[config.mk]
export PLATFORM = sky130hd
export DESIGN_NAME = bkg_subtract
export DESIGN_NICKNAME = d
export VERILOG_FILES = /design/src/rtl/bkg_pkg.sv /design/src/rtl/bkg_align_pipe.sv /design/src/rtl/bkg_subtract.sv
export SDC_FILE = /design/constraint.sdc
export NUM_CORES = 1
export LEC_CHECK = 0
export ABC_AREA = 1
export CAP_MARGIN = 20
export CORE_UTILIZATION = 45
export CTS_CLUSTER_DIAMETER = 80
export DETAILED_ROUTE_END_ITERATION = 10
export GPL_TIMING_DRIVEN = 0
export HOLD_SLACK_MARGIN = 0.1
export PLACE_DENSITY = 0.7
export SYNTH_ARGS = -nofsm -noshare
export SYNTH_HDL_FRONTEND = slang
export SYNTH_HIERARCHICAL = 1
export SYNTH_SLANG_ARGS = --single-unit
export TNS_END_PERCENT = 1
[constraint.sdc]
create_clock -name clk_clk -period 3.4 [get_ports clk_clk]
set_input_delay 0.51 -clock clk_clk [delete_from_list [all_inputs] [get_ports clk_clk]]
set_output_delay 0.51 -clock clk_clk [all_outputs]
set_load 0.02 [all_outputs]
[src/rtl/bkg_pkg.sv]
// bkg_pkg: shared types and helpers for background-RAM consumers.
package bkg_pkg;

    localparam int ADDR_W = 8;

    typedef struct packed {
        logic [15:0] hi;
        logic [15:0] lo;
    } sample_pair_t;

    function automatic logic [15:0] sat_sub16(input logic [15:0] d, input logic [15:0] b);
        return (d >= b) ? d - b : '0;
    endfunction

endpackage

[src/rtl/bkg_align_pipe.sv]
// bkg_align_pipe: delays data/valid/sop by LAT clocks to line up with the background RAM read.
module bkg_align_pipe #(
    parameter int LAT = 1
) (
    input  logic        clk_clk,
    input  logic        rst_reset,
    input  logic [31:0] in_data,
    input  logic        in_valid,
    input  logic        in_sop,
    output logic [31:0] out_data,
    output logic        out_valid,
    output logic        out_sop
);

    logic [LAT-1:0][31:0] d_q;
    logic [LAT-1:0]       v_q;
    logic [LAT-1:0]       s_q;

    always_ff @(posedge clk_clk or posedge rst_reset) begin
        if (rst_reset) begin
            d_q <= '0;
            v_q <= '0;
            s_q <= '0;
        end else begin
            d_q[0] <= in_data;
            v_q[0] <= in_valid;
            s_q[0] <= in_valid && in_sop;
            for (int i = 1; i < LAT; i++) begin
                d_q[i] <= d_q[i-1];
                v_q[i] <= v_q[i-1];
                s_q[i] <= s_q[i-1];
            end
        end
    end

    assign out_data  = d_q[LAT-1];
    assign out_valid = v_q[LAT-1];
    assign out_sop   = s_q[LAT-1];

endmodule

[src/rtl/bkg_subtract.sv]
// bkg_subtract: walks the background RAM address per frame and subtracts the aligned
// background from each 16-bit half, clamping at zero and counting clamp events.
module bkg_subtract
    import bkg_pkg::*;
#(
    parameter int N_WORDS = 128,
    parameter int RAM_LAT = 1
) (
    input  logic              clk_clk,
    input  logic              rst_reset,
    input  logic              enable,
    input  logic [31:0]       data_in_data,
    input  logic              data_in_valid,
    input  logic              data_in_sop,
    output logic [ADDR_W-1:0] address,
    input  logic [31:0]       bkg_signal,
    input  logic              bkg_sub_status,
    output logic [31:0]       data_out_data,
    output logic              data_out_valid,
    output logic              data_out_sop,
    output logic              sub_active,
    output logic [15:0]       clip_count_last,
    output logic              frame_overrun
);

    localparam logic [ADDR_W-1:0] LAST = ADDR_W'(N_WORDS - 1);

    logic [ADDR_W-1:0] wcnt;
    logic              wrapped;
    logic [31:0]       p_data;
    logic              p_valid;
    logic              p_sop;
    sample_pair_t      d;
    sample_pair_t      b;
    sample_pair_t      s;
    logic              act;
    logic              clip_hi;
    logic              clip_lo;
    logic [1:0]        n_clip;
    logic [16:0]       clip_sum;
    logic [15:0]       clip_next;
    logic [15:0]       clip_cnt;

    // sop always restarts the frame, so it also beats a pending wrap
    assign address = (data_in_valid && data_in_sop) ? '0 : wcnt;

    always_ff @(posedge clk_clk or posedge rst_reset) begin
        if (rst_reset) begin
            wcnt          <= '0;
            wrapped       <= 1'b0;
            frame_overrun <= 1'b0;
        end else if (data_in_valid) begin
            wcnt    <= (address == LAST) ? '0 : address + 1'b1;
            wrapped <= (address == LAST);
            if (!data_in_sop && wrapped)
                frame_overrun <= 1'b1;
        end
    end

    bkg_align_pipe #(
        .LAT(RAM_LAT)
    ) u_pipe (
        .clk_clk  (clk_clk),
        .rst_reset(rst_reset),
        .in_data  (data_in_data),
        .in_valid (data_in_valid),
        .in_sop   (data_in_sop),
        .out_data (p_data),
        .out_valid(p_valid),
        .out_sop  (p_sop)
    );

    assign d         = p_data;
    assign b         = bkg_signal;
    assign act       = enable && bkg_sub_status;
    assign clip_hi   = act && (d.hi < b.hi);
    assign clip_lo   = act && (d.lo < b.lo);
    assign n_clip    = {1'b0, clip_hi} + {1'b0, clip_lo};
    assign clip_sum  = {1'b0, clip_cnt} + 17'(n_clip);
    assign clip_next = clip_sum[16] ? 16'hFFFF : clip_sum[15:0];
    assign s.hi      = act ? sat_sub16(d.hi, b.hi) : d.hi;
    assign s.lo      = act ? sat_sub16(d.lo, b.lo) : d.lo;

    always_ff @(posedge clk_clk or posedge rst_reset) begin
        if (rst_reset) begin
            data_out_data   <= '0;
            data_out_valid  <= 1'b0;
            data_out_sop    <= 1'b0;
            sub_active      <= 1'b0;
            clip_cnt        <= '0;
            clip_count_last <= '0;
        end else begin
            data_out_valid <= p_valid;
            data_out_sop   <= p_valid && p_sop;
            sub_active     <= p_valid && act;
            if (p_valid) begin
                data_out_data <= s;
                if (p_sop) begin
                    clip_count_last <= clip_cnt;
                    clip_cnt        <= {14'd0, n_clip};
                end else begin
                    clip_cnt <= clip_next;
                end
            end
        end
    end

endmodule

### Clock distribution

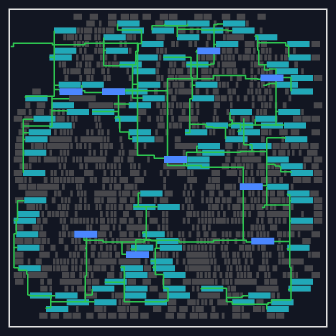
[blue] cells driving clock nets | count: 9
[cyan] flip-flops | count: 111
[green] clock wires | length: 1370 um
routed clock nets: 10

### Gate families picked out

Bar = 50 um.
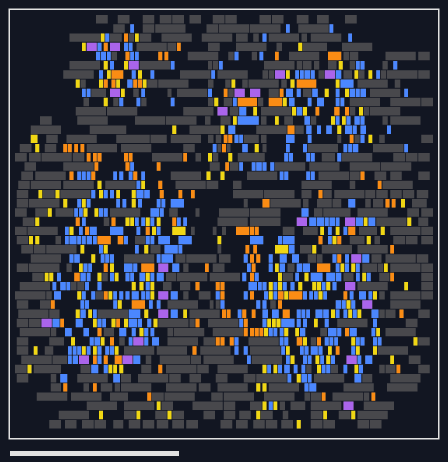
| colour | family | cells | most used |
|---|---|---|---|
| orange | NOR gates | 126 | nor2_1 |
| blue | NAND gates | 365 | nand2_1 |
| purple | XOR/XNOR gates | 23 | xor2_1 |
| yellow | inverters | 173 | inv_1 |

### Met3 routing

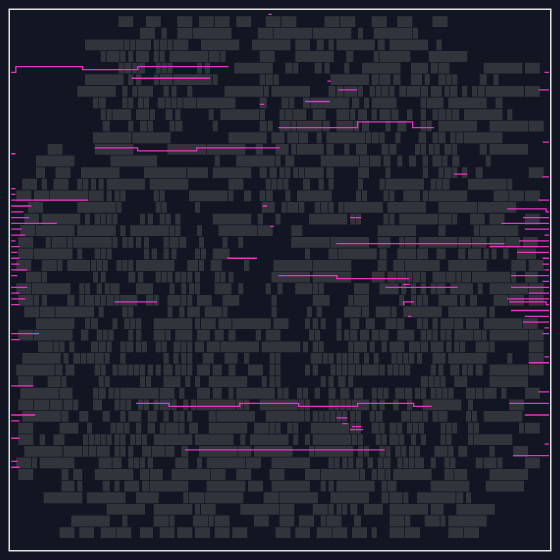
nets with wire on the layer: 82
longest straight run: 46.5 um
main direction: horizontal
wire length on this layer: 661 um

### Routing congestion

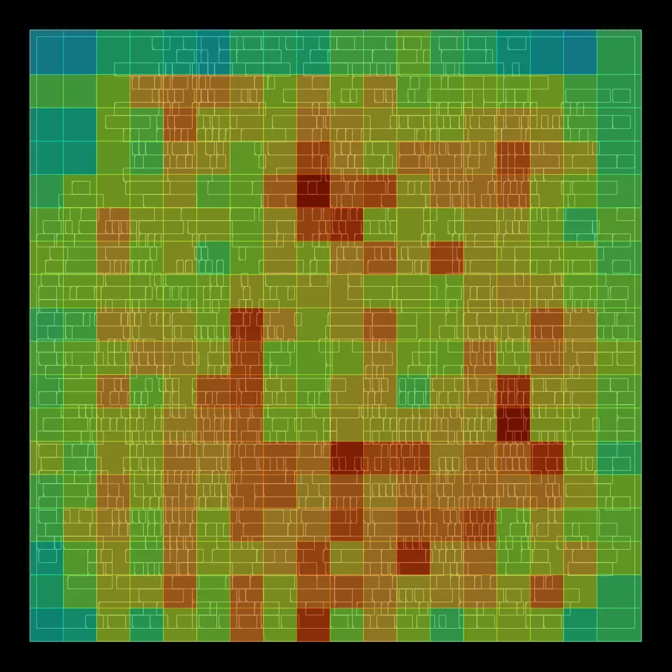
grt met2 use: 39.26%
routed wire length per instance: 13.14 um
grt met3 use: 4.429%
All-Layer GR Usage: 22.34%
grt peak-use layer: met2

[per-layer routing]
| layer | global-route usage [%] | part of all wire (%) | vias to the layer above |
|---|---|---|---|
| li1 | - | - | 3261 |
| met1 | 28.16 | 46 | 2867 |
| met2 | 39.26 | 49 | 109 |
| met3 | 4.429 | 3.8 | 14 |
| met4 | 5.457 | 1.1 | 0 |
| met5 | 0 | 0 | - |
[registers in the layout, indices dropped and copies added (netlist names)]
signal and cells:
wcnt 8, data_out_data 32, clip_cnt 16, clip_count_last 16, sub_active 1, wrapped 1, u_pipe/out_valid 1, u_pipe/out_data 32
frame_overrun 1, data_out_sop 1, u_pipe/out_sop 1, data_out_valid 1
[cells by family after synthesis]
family | after synthesis | share of synthesized area [%]
compound gates | 102 | 8.647
xor+xnor | 23 | 2.888
fa+ha+maj | 39 | 7.320
buf+inv | 189 | 10.42
flops | 111 | 39.83
simple gates | 497 | 30.89
[cells in the mapped netlist, drive strengths merged]
cell / instances
xnor2: 1
o211ai: 2
nand4: 5
xor2: 22
a21o: 1
a22o: 1
nand3b: 7
inv: 173
clkbuf: 14
nor2: 117
o31ai: 1
nand2: 309
nor4: 1
fa: 3
nand3: 44
nor3: 8
o21ai: 43
and2: 6
ha: 36
a21oi: 54
buf: 2
dfrtp: 111
[worst max-delay path by stage]
stage | start | endpoint | slack, ns | cells past startpoint
floorplan | bkg_signal[0] | clip_cnt[0] | 0.16 | 23
global placement | bkg_signal[16] | clip_cnt[0] | -0.72 | 24
detailed placement | bkg_signal[0] | clip_cnt[11] | -0.76 | 24
CTS | bkg_signal[8] | clip_cnt[10] | 0.01 | 21
global route | bkg_signal[26] | clip_cnt[8] | -0.06 | 22
finish | bkg_signal[26] | clip_cnt[8] | 0.08 | 22
[metrics by stage]
| stage | hold WS, ns | instance area (um^2) | TNS [ns] | cells | utilization (%) |
|---|---|---|---|---|---|
| after floorplan | 0.4379 | 6974 | 0 | 961 | - |
| after global placement | 0.4433 | 8501 | -56.52 | 1278 | 56.13 |
| after detailed placement | 0.4518 | 8531 | -10.86 | 1279 | 56.32 |
| after CTS | 0.4405 | 9026 | 0 | 1305 | 59.60 |
| after global routing | 0.4634 | 9417 | -0.5138 | 1311 | 62.17 |
| final | 0.4410 | 9417 | 0 | 1311 | 62.17 |
[final cells by class]
cell class | instances | area [um^2] | share of cell area (%)
flip-flops and latches | 111 | 2778 | 29.50
repair buffers | 146 | 1451 | 15.41
multi-input cells | 661 | 3915 | 41.58
clock buffers | 10 | 239.0 | 2.538
well taps | 188 | 235.2 | 2.498
inverters | 173 | 666.9 | 7.082
plain buffers | 16 | 62.56 | 0.6644
clock inverters | 6 | 68.82 | 0.7308
[power groups by stage]
stage               Combinational [mW]  Sequential, mW  Clock, mW
floorplan                        0.535            1.57          0
global placement                 0.946            1.52          0
detailed placement               0.962            1.51          0
CTS                              0.989            1.49       1.12
global route                      1.16            1.51       1.17
finish                            1.05            1.50       1.09
[repair_timing]
item	CTS	global route
pin swaps	14	14
gates resized	31	62
hold buffers	0	0
gates cloned	0	0
setup endpoints to repair	16	16
setup buffers	10	7
==> GITHUB_STEP_SUMMARY <==
### Metrics collected by this job

| Metric | Value |
|---|---|
| Die Wd | `roughly 130 um` |
| Nets | `around 1200` |
| Internal | `between 2 and 2.5 mW` |
| Initial antenna violation count | `0` |
| Critical path type | `input pin to register` |
| Reg2reg path depth | `23` |
| Area growth, synth to finish | `35.02%` |
| Cell type with the largest total area | `dfrtp_1` |
| DRC viols | `0` |
| Final WS setup | `about 0.08 ns` |
| Seq/Total Area, Yosys | `about two fifths` |
| Status | `completed` |
| Fmax | `between 300 and 400 MHz` |
| Post-Synthesis Cells | `just under 1000` |
| Final min period | `approximately 3.3 ns` |
| Max_cap viols | `0` |
| Comb pwr share | `between 20% and 30%` |
| WP buf/inv | `6` |
| Clock latency on the worst-skew pair | `~0.36 ns` |
| RSZ-0062 raised after global routing | `yes` |
| Fp util | `a little under half` |
| GR Overflow Total | `0` |
| Clock transition at path regs | `0.07 ns` |
| Die area | `between 15000 and 20000 um^2` |
| R2r setup slk | `0.19 ns` |
| Largest cells by area after synthesis | `dfrtp_1 40%, nand2_1 15%, inv_1 9.0%, ha_1 6.5%, nor2_1 5.9%` |
| Leakage power total | `4.728 nW` |
| # Cells Yosys | `961` |
| Mean area per synthesized cell | `roughly 7.3 um^2` |
| Vias | `about 6300` |
| Filler cell count | `1332` |
| Period utilisation layout | `roughly 100%` |
| Die height | `126.5 um` |
| Core area | `~15000 um^2` |
| Pwr dens | `roughly 390 nW/um^2` |
| Crit. End Element | `register` |
| Design Power | `approximately 3.6 mW` |
| Type of origin of the critical path | `input pin` |
| First-pass GRT wire length | `between 20000 and 30000 um` |
| Clock skew | `0.005053 ns` |
| Pre-CTS WS | `-0.7566 ns` |
| Worst path arrival time | `3.55 ns` |
| RR Startpoint | `u_pipe/out_data[16]` |
| Cell Rows | `45` |
| Max-area cell share | `39.83%` |
| I/O pins | `~130` |
| Syn_nets | `1070` |
| CTS root buf | `clkbuf_16` |
| CTS tree | `built` |
| Slew @ Worst Pin | `about 0.83 ns` |
| Final hold vios | `0` |
| Mapped Area | `~7000 um^2` |
| Distinct lib cells | `35` |
| Area reported by Yosys stat | `6974 um^2` |
| H-tree Lvls | `3` |
| Reg power frac | `41.2%` |
| Slew headroom | `between 40% and 50%` |
| Sw frac | `between 30% and 40%` |
| Worst VDD drop | `between 0.3 and 0.4 mV` |
| Worst min-delay path class | `input pin to async pin` |
| Crit-path slowest cell | `clkdlybuf4s50_1` |
| Final setup viols | `0` |
| Antenna diodes | `0` |
| Crit path max-delay family | `adder cells` |
| Clock power share | `29.9%` |
| CTS Buffer Depth | `2` |
| # port buffers | `around 130` |
| Final WL | `about 17000 um` |
Power figures rest on the tool's default switching activity, not on a simulated workload.
